$ cat config.mk
export PLATFORM = sky130hd
export DESIGN_NAME = dsi_hs_lane_sequencer
export DESIGN_NICKNAME = d
export VERILOG_FILES = /design/src/rtl/dsi_lane_pkg.sv /design/src/rtl/dsi_hs_lane_sequencer.sv
export SDC_FILE = /design/constraint.sdc
export NUM_CORES = 1
export LEC_CHECK = 0
export CAP_MARGIN = 20
export CORE_MARGIN = 8
export CORE_UTILIZATION = 50
export DETAILED_ROUTE_END_ITERATION = 10
export GPL_TIMING_DRIVEN = 0
export PLACE_DENSITY = 0.78
export SETUP_SLACK_MARGIN = 0.15
export SYNTH_ARGS = -nofsm -noshare
export SYNTH_HDL_FRONTEND = slang
export SYNTH_SLANG_ARGS = --single-unit
$ cat constraint.sdc
create_clock -name tx_clock_logic -period 3.1 [get_ports tx_clock_logic]
set_clock_uncertainty 0.15 [all_clocks]
set_input_delay 0.465 -clock tx_clock_logic [delete_from_list [all_inputs] [get_ports tx_clock_logic]]
set_output_delay 0.465 -clock tx_clock_logic [all_outputs]
set_load 0.01 [all_outputs]
$ cat src/rtl/dsi_lane_pkg.sv
// Shared state encoding and line codes for the DSI high-speed lane sequencer.
package dsi_lane_pkg;

    typedef enum logic [2:0] {
        ST_IDLE,
        ST_LP_REQ,
        ST_HS_PREP,
        ST_HS_ZERO,
        ST_SYNC,
        ST_DATA,
        ST_TRAIL,
        ST_EXIT
    } lane_state_t;

    localparam logic [7:0] DSI_SYNC_BYTE = 8'hB8;

    localparam logic [1:0] LP11 = 2'b11;
    localparam logic [1:0] LP01 = 2'b01;
    localparam logic [1:0] LP00 = 2'b00;

    // Down-counter preload so that a phase lasts exactly p cycles.
    function automatic logic [7:0] cnt_init(input int p);
        return 8'(p - 1);
    endfunction

endpackage

$ cat src/rtl/dsi_hs_lane_sequencer.sv
// Sequences one DSI data lane through LP request, HS prepare/zero, sync,
// payload, trail and exit, driving the serializer and the LP line drivers.
module dsi_hs_lane_sequencer
    import dsi_lane_pkg::*;
#(
    parameter int P_LPX     = 4,
    parameter int P_PREPARE = 4,
    parameter int P_ZERO    = 10,
    parameter int P_TRAIL   = 6,
    parameter int P_EXIT    = 8
) (
    input  logic       tx_clock_logic,
    input  logic       rst,
    input  logic       start,
    input  logic [7:0] s_data,
    input  logic       s_valid,
    input  logic       s_last,
    output logic       s_ready,
    output logic [7:0] tx_data,
    output logic       tx_en,
    output logic [1:0] lp_out,
    output logic       lp_oe,
    output logic       busy,
    output logic       done,
    output logic       underflow
);

    localparam logic [7:0] LPX_INIT   = cnt_init(P_LPX);
    localparam logic [7:0] PREP_INIT  = cnt_init(P_PREPARE);
    localparam logic [7:0] ZERO_INIT  = cnt_init(P_ZERO);
    localparam logic [7:0] TRAIL_INIT = cnt_init(P_TRAIL);
    localparam logic [7:0] EXIT_INIT  = cnt_init(P_EXIT);

    lane_state_t state;
    logic [7:0]  cnt;
    logic        last_b7;

    // Outputs are updated on the same edge as the state they belong to, and
    // the HS and LP drivers always swap on one edge so they never overlap.
    always_ff @(posedge tx_clock_logic) begin
        done      <= 1'b0;
        underflow <= 1'b0;
        if (rst) begin
            state   <= ST_IDLE;
            cnt     <= 8'd0;
            last_b7 <= 1'b1;
            lp_out  <= LP11;
            lp_oe   <= 1'b1;
            tx_en   <= 1'b1;
            tx_data <= 8'h00;
            s_ready <= 1'b0;
            busy    <= 1'b0;
        end else begin
            case (state)
                ST_IDLE: begin
                    if (start) begin
                        state  <= ST_LP_REQ;
                        cnt    <= LPX_INIT;
                        lp_out <= LP01;
                        busy   <= 1'b1;
                    end
                end
                ST_LP_REQ: begin
                    if (cnt == 8'd0) begin
                        state  <= ST_HS_PREP;
                        cnt    <= PREP_INIT;
                        lp_out <= LP00;
                    end else begin
                        cnt <= cnt - 8'd1;
                    end
                end
                ST_HS_PREP: begin
                    if (cnt == 8'd0) begin
                        state   <= ST_HS_ZERO;
                        cnt     <= ZERO_INIT;
                        lp_oe   <= 1'b0;
                        tx_en   <= 1'b0;
                        tx_data <= 8'h00;
                    end else begin
                        cnt <= cnt - 8'd1;
                    end
                end
                ST_HS_ZERO: begin
                    if (cnt == 8'd0) begin
                        state   <= ST_SYNC;
                        tx_data <= DSI_SYNC_BYTE;
                        last_b7 <= DSI_SYNC_BYTE[7];
                        s_ready <= 1'b1;
                    end else begin
                        cnt <= cnt - 8'd1;
                    end
                end
                ST_SYNC, ST_DATA: begin
                    // s_ready low here means the final byte is on tx_data now.
                    if (s_ready && s_valid) begin
                        state   <= ST_DATA;
                        tx_data <= s_data;
                        last_b7 <= s_data[7];
                        if (s_last) s_ready <= 1'b0;
                    end else begin
                        state     <= ST_TRAIL;
                        cnt       <= TRAIL_INIT;
                        s_ready   <= 1'b0;
                        tx_data   <= {8{~last_b7}};
                        underflow <= s_ready;
                    end
                end
                ST_TRAIL: begin
                    if (cnt == 8'd0) begin
                        state   <= ST_EXIT;
                        cnt     <= EXIT_INIT;
                        tx_en   <= 1'b1;
                        lp_oe   <= 1'b1;
                        lp_out  <= LP11;
                        tx_data <= 8'h00;
                        done    <= (P_EXIT == 1);
                    end else begin
                        cnt <= cnt - 8'd1;
                    end
                end
                ST_EXIT: begin
                    if (cnt == 8'd0) begin
                        state <= ST_IDLE;
                        busy  <= 1'b0;
                    end else begin
                        cnt  <= cnt - 8'd1;
                        done <= (cnt == 8'd1);
                    end
                end
                default: state <= ST_IDLE;
            endcase
        end
    end

endmodule

Fig. 1: run 1, placement by cell class
Drawn at 4 px/um.
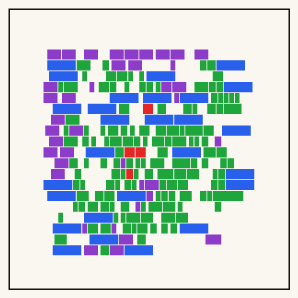
class	color	cells
clock drivers and dummy loads	red	4
sequential cells	blue	27
remaining logic cells	green	137
remaining buffers and delay cells	purple	39

Fig. 2: run 1, clock distribution
Drawn at 6 px/um.
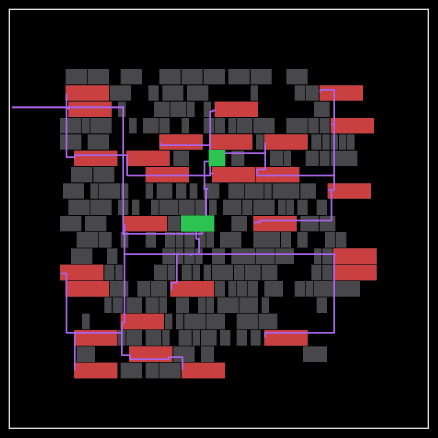
[clock-net drivers] green | count: 3
[flip-flops] red | count: 27
[clock wires] purple | length: 335 um
routed clock nets	4

==> run_results.csv, run 1 <==
group,metric,value,unit
logic_synthesis,avgSynthCellArea,8.16,um^2
final_layout,clkbuf_count,3,
logic_synthesis,enable_flop_cells,0,
cts,clk_latency,330,ps
logic_synthesis,ys.flop_type,"dfxtp_1",
pwr,switching_share,0.407,
worst_setup_path,required,3160,ps
pwr,internal_power,0.000640,W
sta,period_needed,2520,ps
logic_synthesis,synth_warnings,0,
logic_synthesis,yosysChipArea,1440,um^2
placed_design,io_buffers,27,
sta,hold_viol_final,0,
floorplanning,coreArea,2730,um^2
pwr,leakage,0.614,nW
logic_synthesis,common_cells,"27 x dfxtp_1, 24 x nor2_1, 15 x a21oi_1",
cts,cts_root_buf,"clkbuf_4",
outcome,outcome,"complete, no violations",
final_layout,final_cell_count_no_fill,238,
global_routing,antenna_found_initial,0,
worst_setup_path,setup.worst_path.end_class,"flip-flop",
logic_synthesis,synth.top_cell.area_share,0.376,
detailed_routing,dr.first_iter.drc_count,122,
worst_setup_path,arrival,2580,ps
pwr,finalPower,0.00108,W
detailed_routing,wl_per_cell,17.3,um
final_layout,seq_area,541,um^2
cts,ctsHoldBuffers,0,
cts,cts_buffer_depth,2,
final_layout,clkCellAreaFrac,0.0155,
floorplanning,fp-utilization,0.525,
worst_setup_path,critPathMaxFanout,8,
logic_synthesis,synth_nets,191,
final_layout,flop-count,27,
global_routing,grt_pass1_wl,6.85,mm
flow_run,tool_warnings,27,
sta,finalSetupTns,0,ps
cts,clk_pin_slew,150,ps
final_layout,num-multi-input-gates,130,
hold_path,hold_path.class,"reg -> reg",
global_routing,overflow,0,
flow_run,cap_violations,0,
cts,numCtsBuffers,3,
pwr,pg_clk,0.000157,W
Fig. 3: run 1, the metal 3 layer
Drawn at 6 px/um. Cells faint in the background.
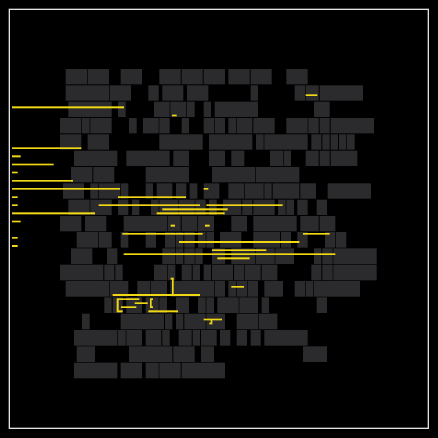
share of all routed wire	6.6%
longest straight run	35.0 um
main direction	horizontal
nets with wire on the layer	32
wire length on this layer	273 um
GRT met3 Usage: 0.0300
final wirelength: 4.13 mm
Via Count: 1484

-- run 1: sequential cells by signal (all words and copies together) (netlist names) --
| name | cells |
|---|---|
| cnt | 8 |
| tx_data | 8 |
| state | 3 |
| lp_out | 2 |
| busy | 1 |
| done | 1 |
| last_b7 | 1 |
| lp_oe | 1 |
| s_ready | 1 |
| underflow | 1 |
-- run 1: metal layers --
| metal | GRT usage | routed length, um | up-vias |
|---|---|---|---|
| li1 | - | - | 717 |
| met1 | 0.194 | 1780 | 696 |
| met2 | 0.263 | 2010 | 63 |
| met3 | 0.0300 | 272 | 8 |
| met4 | 0.0866 | 68 | 0 |
| met5 | 0 | 0 | - |
-- run 1: critical path: stages (launching register included) --
cell      delay (ps)
dfxtp_1          370
inv_1            150
ha_1             170
buf_2            190
nor3b_2          440
o211ai_1         190
a21o_1           310
a222oi_1         360
nor2_1            70
-- run 1: layout by cell type, fill, tap and decap left out, drive strengths merged, types with 4 or more instances in the layout --
cell type      netlist  routed
a211oi               7       7
a21oi               15      15
a222oi               4       4
a311oi               5       5
a31oi                5       5
buf                  5       5
clkbuf               7      10
clkdlybuf4s50        0      27
dfxtp               27      27
inv                  7       7
nand2               10      10
nand3                4       4
nor2                24      24
nor3                 9       9
o21ai                9       9
-- run 1: kinds of logic after synthesis --
family / Yosys count / synth area share
compound gates: 59 / 0.282
xor+xnor: 3 / 0.0183
fa+ha+maj: 3 / 0.0244
buf+inv: 19 / 0.0592
flops: 27 / 0.376
mux: 1 / 0.00697
simple gates: 64 / 0.233
-- run 1: path summary, 6_finish.rpt --
check,to,slack [ps],depth (start not counted)
setup / recovery,tx_data[2],580,8
hold / removal,tx_data[7],370,2
setup reg to reg,tx_data[2],580,8
hold reg to reg,tx_data[7],370,2
Fig. 4: run 1, nets reached from selected ports
Drawn at 6 px/um.
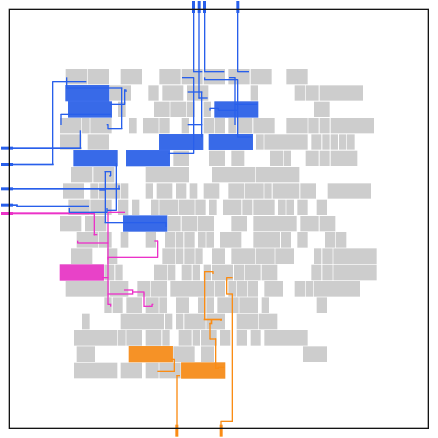

--- run 2 (diff from run 1) ---
--- a/config.mk
+++ b/config.mk
@@ -7,10 +7,10 @@
 export LEC_CHECK = 0
 export CAP_MARGIN = 20
 export CORE_MARGIN = 8
-export CORE_UTILIZATION = 50
+export CORE_UTILIZATION = 45
 export DETAILED_ROUTE_END_ITERATION = 10
 export GPL_TIMING_DRIVEN = 0
-export PLACE_DENSITY = 0.78
+export PLACE_DENSITY = 0.74
 export SETUP_SLACK_MARGIN = 0.15
 export SYNTH_ARGS = -nofsm -noshare
 export SYNTH_HDL_FRONTEND = slang
==> constraint.sdc (replaced) <==
create_clock -name tx_clock_logic -period 2.3 [get_ports tx_clock_logic]
set_clock_uncertainty 0.15 [all_clocks]
set_input_delay 0.345 -clock tx_clock_logic [delete_from_list [all_inputs] [get_ports tx_clock_logic]]
set_output_delay 0.345 -clock tx_clock_logic [all_outputs]
set_load 0.01 [all_outputs]
Fig. 5: run 2, nets reached from selected ports
Drawn at 6 px/um.
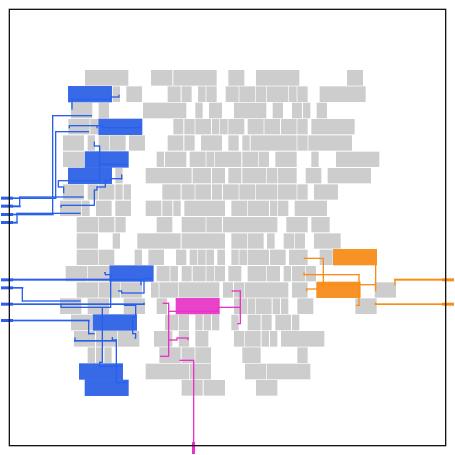
port	color	direction	end cells	wire
lp_out	orange	output	2	60.4 um
s_ready	magenta	output	1	51.0 um
tx_data	blue	output	8	278 um

Fig. 6: run 2, the metal 3 layer
Drawn at 4 px/um. Cells faint in the background.
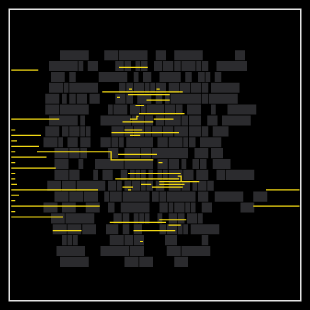
GRT met3 Usage: 0.0482
Via Count: 1604
final wirelength: 4.43 mm

Fig. 7: run 2, placement by cell class
Drawn at 4 px/um.
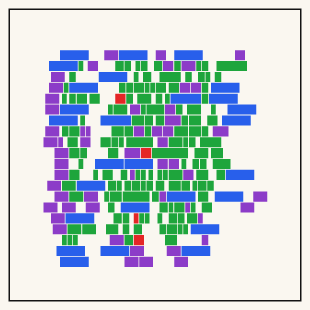
class	color	cells
remaining buffers and delay cells	purple	54
clock drivers and dummy loads	red	4
remaining logic cells	green	137
sequential cells	blue	27

==> run 2 against run 1 <==
Net effect: synthesized area is the same; count of clock-buffer cells in the layout grew 1; sequential power grew 36%; total power grew 56%; via count grew 8.1%; fmax grew 20%; clock power grew 39%; combinational power grew 79%; hold slack lost 32 ps; final cell count grew 12%; sequential share of layout area shrank 2.9 points.
==> run_results.csv, run 2 <==
group,metric,value,unit
outcome,outcome,"complete, no violations",
floorplanning,rows,20,
floorplanning,coreArea,3050,um^2
hold_path,worst_hold_path.num_cells,2,
placed_design,io_buffers,27,
worst_setup_path,critPathBufInv,3,
worst_setup_path,slowest_delay,380,ps
detailed_routing,dr.first_iter.drc_count,121,
hold_path,hold_path.class,"in -> reg",
worst_setup_path,path_depth,9,
flow_run,tool_warnings,28,
global_routing,grt_pass1_wl,6.89,mm
cts,clkSinkCount,27,
flow_run,cap_violations,0,
final_layout,lay_top_count,"clkdlybuf4s50_1",
global_routing,grt_usage,0.162,
final_layout,lay_top_cells,"27 x clkdlybuf4s50_1, 25 x dfxtp_1, 23 x nor2_1",
final_layout,nets,238,
pwr,pg_clk,0.000218,W
logic_synthesis,synth_nets,191,
logic_synthesis,ys_seq_frac,0.376,
detailed_routing,wl_met3,368,um
worst_setup_path,path_delay_family,"adder cells",
cts,ctsHoldBuffers,0,
detailed_routing,wl_per_cell,16.6,um
logic_synthesis,common_cells,"27 x dfxtp_1, 24 x nor2_1, 15 x a21oi_1",
global_routing,first_global_vias,1510,
logic_synthesis,syn_inst,176,
floorplanning,die_w,72.5,um
logic_synthesis,synth.top_cell.area_share,0.376,
placed_design,place_hpwl,2.97,mm
detailed_routing,ant_nets,0,
worst_setup_path,arrival,2170,ps
logic_synthesis,synth_cell_types,46,
logic_synthesis,synth-seq-cells,27,
final_layout,seq_area,543,um^2
sta,hold_viol_final,0,
final_layout,post-route-util,0.648,
logic_synthesis,yosysChipArea,1440,um^2
cts,clk_pin_slew,140,ps
pwr,power_leader,"combinational cells",
detailed_routing,met1Wirelength,1.87,mm
worst_setup_path,required,2370,ps
pwr,pg_seq,0.000582,W
logic_synthesis,enable_flop_cells,0,
floorplanning,die_area,5260,um^2
global_routing,gr-usage-met2,0.261,
sta,setup_viol,0,
worst_setup_path,r2r_cells,9,
sta,period_needed,2100,ps
global_routing,grt.met1_usage,0.187,
worst_setup_path,r2r-start,"cnt[0]",
detailed_routing,top_layer_used,"met4",
final_layout,n_fill_cell,276,
floorplanning,fp-utilization,0.470,
logic_synthesis,avgSynthCellArea,8.16,um^2
cts,cts_root_buf,"clkbuf_4",
cts,clk_latency,340,ps
global_routing,grt-busiest-layer,"met2",
sta,finalSetupTns,0,ps
detailed_routing,wl_met2,2.08,mm
cts,numCtsBuffers,3,
worst_setup_path,setup.worst_path.end_class,"flip-flop",
global_routing,overflow,0,
worst_setup_path,critPathMaxFanout,5,
global_routing,antenna_found_initial,0,
worst_setup_path,crit_path_cell_trace,"inv_4 -> ha_4 -> buf_6 -> nor3b_4 -> buf_6 -> nand2_2 -> maj3_1 -> a221oi_2 -> a311oi_1",
logic_synthesis,yosysCellCount,176,
floorplanning,dieHeight,72.5,um
pwr,leakage,0.699,nW
pwr,power_frac_clock,0.129,
worst_setup_path,crit_path_frequent_cell,"buf_6",
cts,cts_buffer_depth,2,
pwr,comb-power,0.000883,W
final_layout,reg_top3,"cnt: 8 flops, tx_data: 8 flops, state: 3 flops",
final_layout,antenna_cells,0,
logic_synthesis,synth_warnings,0,
logic_synthesis,ys.flop_type,"dfxtp_1",
pwr,internal_power,0.00101,W
worst_setup_path,crit_slowest_cell,"maj3_1",
hold_path,worstHoldStart,"rst",
pwr,switching_share,0.398,
## run 2: cell counts after synthesis
Identical to the previous run, type by type.
## run 2: area by class of cell
type                    instances  share of cell area
well taps                      44              0.0278
clock buffers                   4              0.0133
multi-input cells             130               0.439
inverters                       7              0.0146
repair buffers                 42               0.196
flip-flops and latches         27               0.275
plain buffers                  12              0.0354
## run 2: worst paths after layout
kind / endpoint / slack (ps)
setup / recovery: cnt[2] / 200
hold / removal: tx_data[3] / 330
setup reg to reg: cnt[2] / 200
hold reg to reg: tx_data[5] / 370
## run 2: worst reg2reg max path: cells and delay by family, from the launching register on
kind / cells / cell delay, ps
flops: 1 / 370
buf+inv: 3 / 340
simple gates: 2 / 300
fa+ha+maj: 2 / 520
compound gates: 2 / 320
## run 2: what timing repair did
| action | 4_1_cts | 5_1_grt |
|---|---|---|
| gates cloned | 0 | 0 |
| endpoints found under the setup margin | 17 | 13 |
| buffers inserted | 8 | 7 |
| gates resized | 9 | 13 |
| pin swaps | 3 | 4 |
## run 2: kinds of logic (layout without fill, tap and decap cells)
family / after synthesis / in the layout / share of synthesized area
AND-OR/OR-AND: 59 / 59 / 0.282
XOR/XNOR: 3 / 3 / 0.0183
adder cells (fa/ha/maj): 3 / 3 / 0.0244
buffers and inverters: 19 / 65 / 0.0592
flip-flops: 27 / 27 / 0.376
multiplexers: 1 / 1 / 0.00697
AND/OR/NAND/NOR: 64 / 64 / 0.233
## run 2: stage by stage
step,power [W],std cells,setup WS (ps)
global route,0.00177,266,132
floorplan,0.00103,176,201
global placement,0.00122,247,-4.52
detailed placement,0.00123,247,-97.6
finish,0.00168,266,204
CTS,0.00155,259,161
Fig. 8: run 2, clock routing
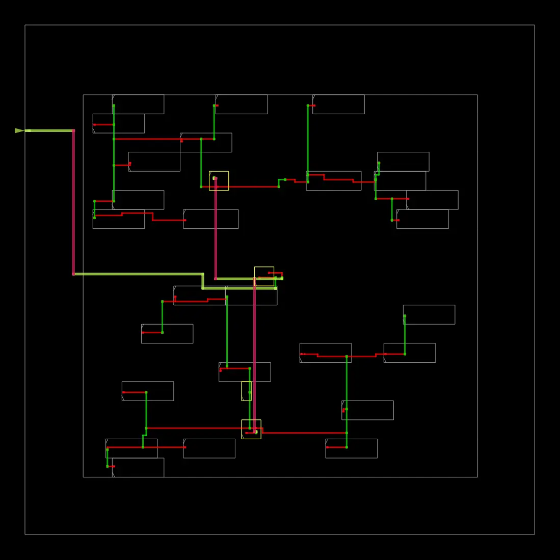

--- run 3 (diff from run 2) ---
--- a/config.mk
+++ b/config.mk
@@ -10,7 +10,7 @@
 export CORE_UTILIZATION = 45
 export DETAILED_ROUTE_END_ITERATION = 10
 export GPL_TIMING_DRIVEN = 0
-export PLACE_DENSITY = 0.74
+export PLACE_DENSITY_LB_ADDON = 0.15
 export SETUP_SLACK_MARGIN = 0.15
 export SYNTH_ARGS = -nofsm -noshare
 export SYNTH_HDL_FRONTEND = slang
Fig. 9: run 3, clock routing
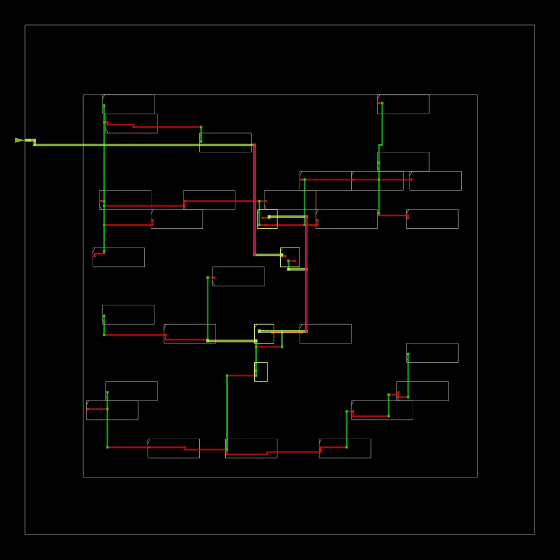
clk pwr: 0.000216 W
Clock buffer cells: 3

Fig. 10: run 3, clock distribution
Drawn at 6 px/um.
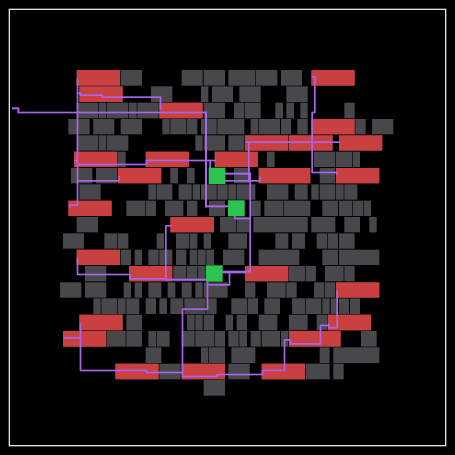
[clock wires] purple | length: 350 um
[flip-flops] red | count: 27
[clock-net drivers] green | count: 3
routed clock nets	4

==> run 3 against run 2 <==
Net effect: critical path depth unchanged; global-route usage down 0.28 points; hold slack worse by 9.2 ps; critical endpoint is now lp_out[0]; highest routed layer unchanged.
==> run_results.csv, run 3 <==
group,metric,value,unit
worst_setup_path,crit_path_frequent_cell,"buf_6",
logic_synthesis,ys.flop_type,"dfxtp_1",
worst_setup_path,required,2400,ps
final_layout,reg_top3,"cnt: 8 flops, tx_data: 8 flops, state: 3 flops",
final_layout,lay_top_cells,"27 x clkdlybuf4s50_1, 25 x dfxtp_1, 24 x nor2_1",
worst_setup_path,critPathBufInv,3,
global_routing,gr-usage-met2,0.274,
cts,ctsHoldBuffers,0,
worst_setup_path,r2r_cells,9,
logic_synthesis,synth_nets,191,
cts,cts_root_buf,"clkbuf_4",
placed_design,place_hpwl,2.95,mm
sta,period_needed,2070,ps
worst_setup_path,critPathMaxFanout,5,
logic_synthesis,synthTopLogicFamily,"AND-OR/OR-AND gates",
logic_synthesis,synth_cell_types,46,
floorplanning,fp-utilization,0.470,
worst_setup_path,setup.worst_path.end_class,"flip-flop",
sta,hold_viol_final,0,
logic_synthesis,simple_gate_share,0.233,
cts,numCtsBuffers,3,
global_routing,grt_max_degree,16,
floorplanning,die_area,5260,um^2
floorplanning,rows,20,
detailed_routing,wl_met2,2.14,mm
logic_synthesis,synthXorXnorAreaFrac,0.0183,
floorplanning,dieHeight,72.5,um
cts,cts_buffer_depth,2,
detailed_routing,vias,1507,
global_routing,grt.met1_usage,0.191,
flow_run,cap_violations,0,
logic_synthesis,syn_inst,176,
global_routing,overflow,0,
detailed_routing,met1Wirelength,1.82,mm
final_layout,nets,232,
cts,clk_pin_slew,150,ps
sta,worst_slack,225,ps
logic_synthesis,synth-seq-cells,27,
global_routing,grt_pass1_wl,6.83,mm
logic_synthesis,enable_flop_cells,0,
worst_setup_path,r2r-start,"cnt[0]",
worst_setup_path,crit_slowest_cell,"dfxtp_4",
logic_synthesis,common_cells,"27 x dfxtp_1, 24 x nor2_1, 15 x a21oi_1",
logic_synthesis,avgSynthCellArea,8.16,um^2
cts,clk_latency,340,ps
hold_path,worstHoldStart,"rst",
final_layout,post-route-util,0.630,
hold_path,hold_path.class,"in -> reg",
worst_setup_path,arrival,2170,ps
sta,setup_viol,0,
global_routing,grt_usage,0.159,
global_routing,antenna_found_initial,0,
detailed_routing,wl_per_cell,16.4,um
logic_synthesis,yosysCellCount,176,
logic_synthesis,synth.top_cell.area_share,0.376,
pwr,ir_worst_vdd,0.326,mV
final_layout,antenna_cells,0,
worst_setup_path,slowest_delay,380,ps
detailed_routing,top_layer_used,"met4",
floorplanning,coreArea,3050,um^2
logic_synthesis,ys_sh_aoi,0.282,
detailed_routing,wl_met3,203,um
final_layout,n_fill_cell,283,
cts,clkSinkCount,27,
logic_synthesis,synth_warnings,0,
outcome,outcome,"complete, no violations",
Fig. 11: run 3, the metal 3 layer
Drawn at 4 px/um. Cells faint in the background.
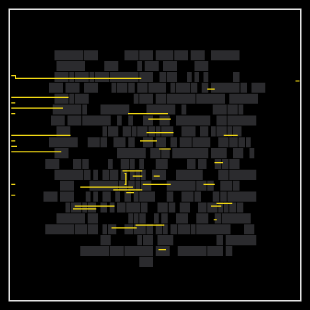
GRT met3 Usage: 0.0331
final wirelength: 4.26 mm

-- run 3: repair_timing --
item / CTS / global route
buffers inserted: 5 / 4
cloned: 0 / 0
gates resized: 12 / 6
setup endpoints to repair: 17 / 15
pin swaps: 2 / 5
-- run 3: cells by family (layout without fill, tap and decap cells) --
| kind of cell | after synthesis | count (layout) |
|---|---|---|
| muxes | 1 | 1 |
| and+or+nand+nor | 64 | 64 |
| adders and majority gates | 3 | 3 |
| AOI/OAI and AO/OA | 59 | 59 |
| DFF | 27 | 27 |
| xor gates and xnor gates | 3 | 3 |
| buffers and inverters | 19 | 59 |
-- run 3: area by class of cell --
class | instances | area, um^2 | share of cell area
Buffer | 12 | 65.1 | 0.0339
Clock buffer | 3 | 22.5 | 0.0117
Clock inverter | 1 | 5.00 | 0.00260
Inverter | 7 | 31.3 | 0.0163
Multi-Input combinational cell | 130 | 853 | 0.444
Sequential cell | 27 | 548 | 0.285
Tap cell | 44 | 55.1 | 0.0286
Timing Repair Buffer | 36 | 342 | 0.178
-- run 3: report_power, final --
group | switching (W) | total (W) | internal (W) | leakage [nW]
logic | 0.000424 | 0.000788 | 0.000364 | 0.422
clock network | 0.000151 | 0.000216 | 0.0000655 | 0.0177
registers | 0.0000533 | 0.000584 | 0.000531 | 0.221
total | 0.000628 | 0.00159 | 0.000961 | 0.660
-- run 3: through the flow --
step | instances | power, W | hold WS, ps | setup TNS [ps]
floorplan | 176 | 0.00103 | 272 | 0
global placement | 247 | 0.00121 | 338 | -121
detailed placement | 247 | 0.00123 | 340 | -174
CTS | 256 | 0.00152 | 331 | 0
global route | 260 | 0.00169 | 344 | 0
finish | 260 | 0.00159 | 324 | 0
-- run 3: final timing paths --
path | end | slack (ps)
max reg2reg | lp_out[0] | 230
min reg2reg | tx_data[4] | 360
max | lp_out[0] | 230
min | cnt[2] | 320
Power is estimated from default activity; no workload was simulated.
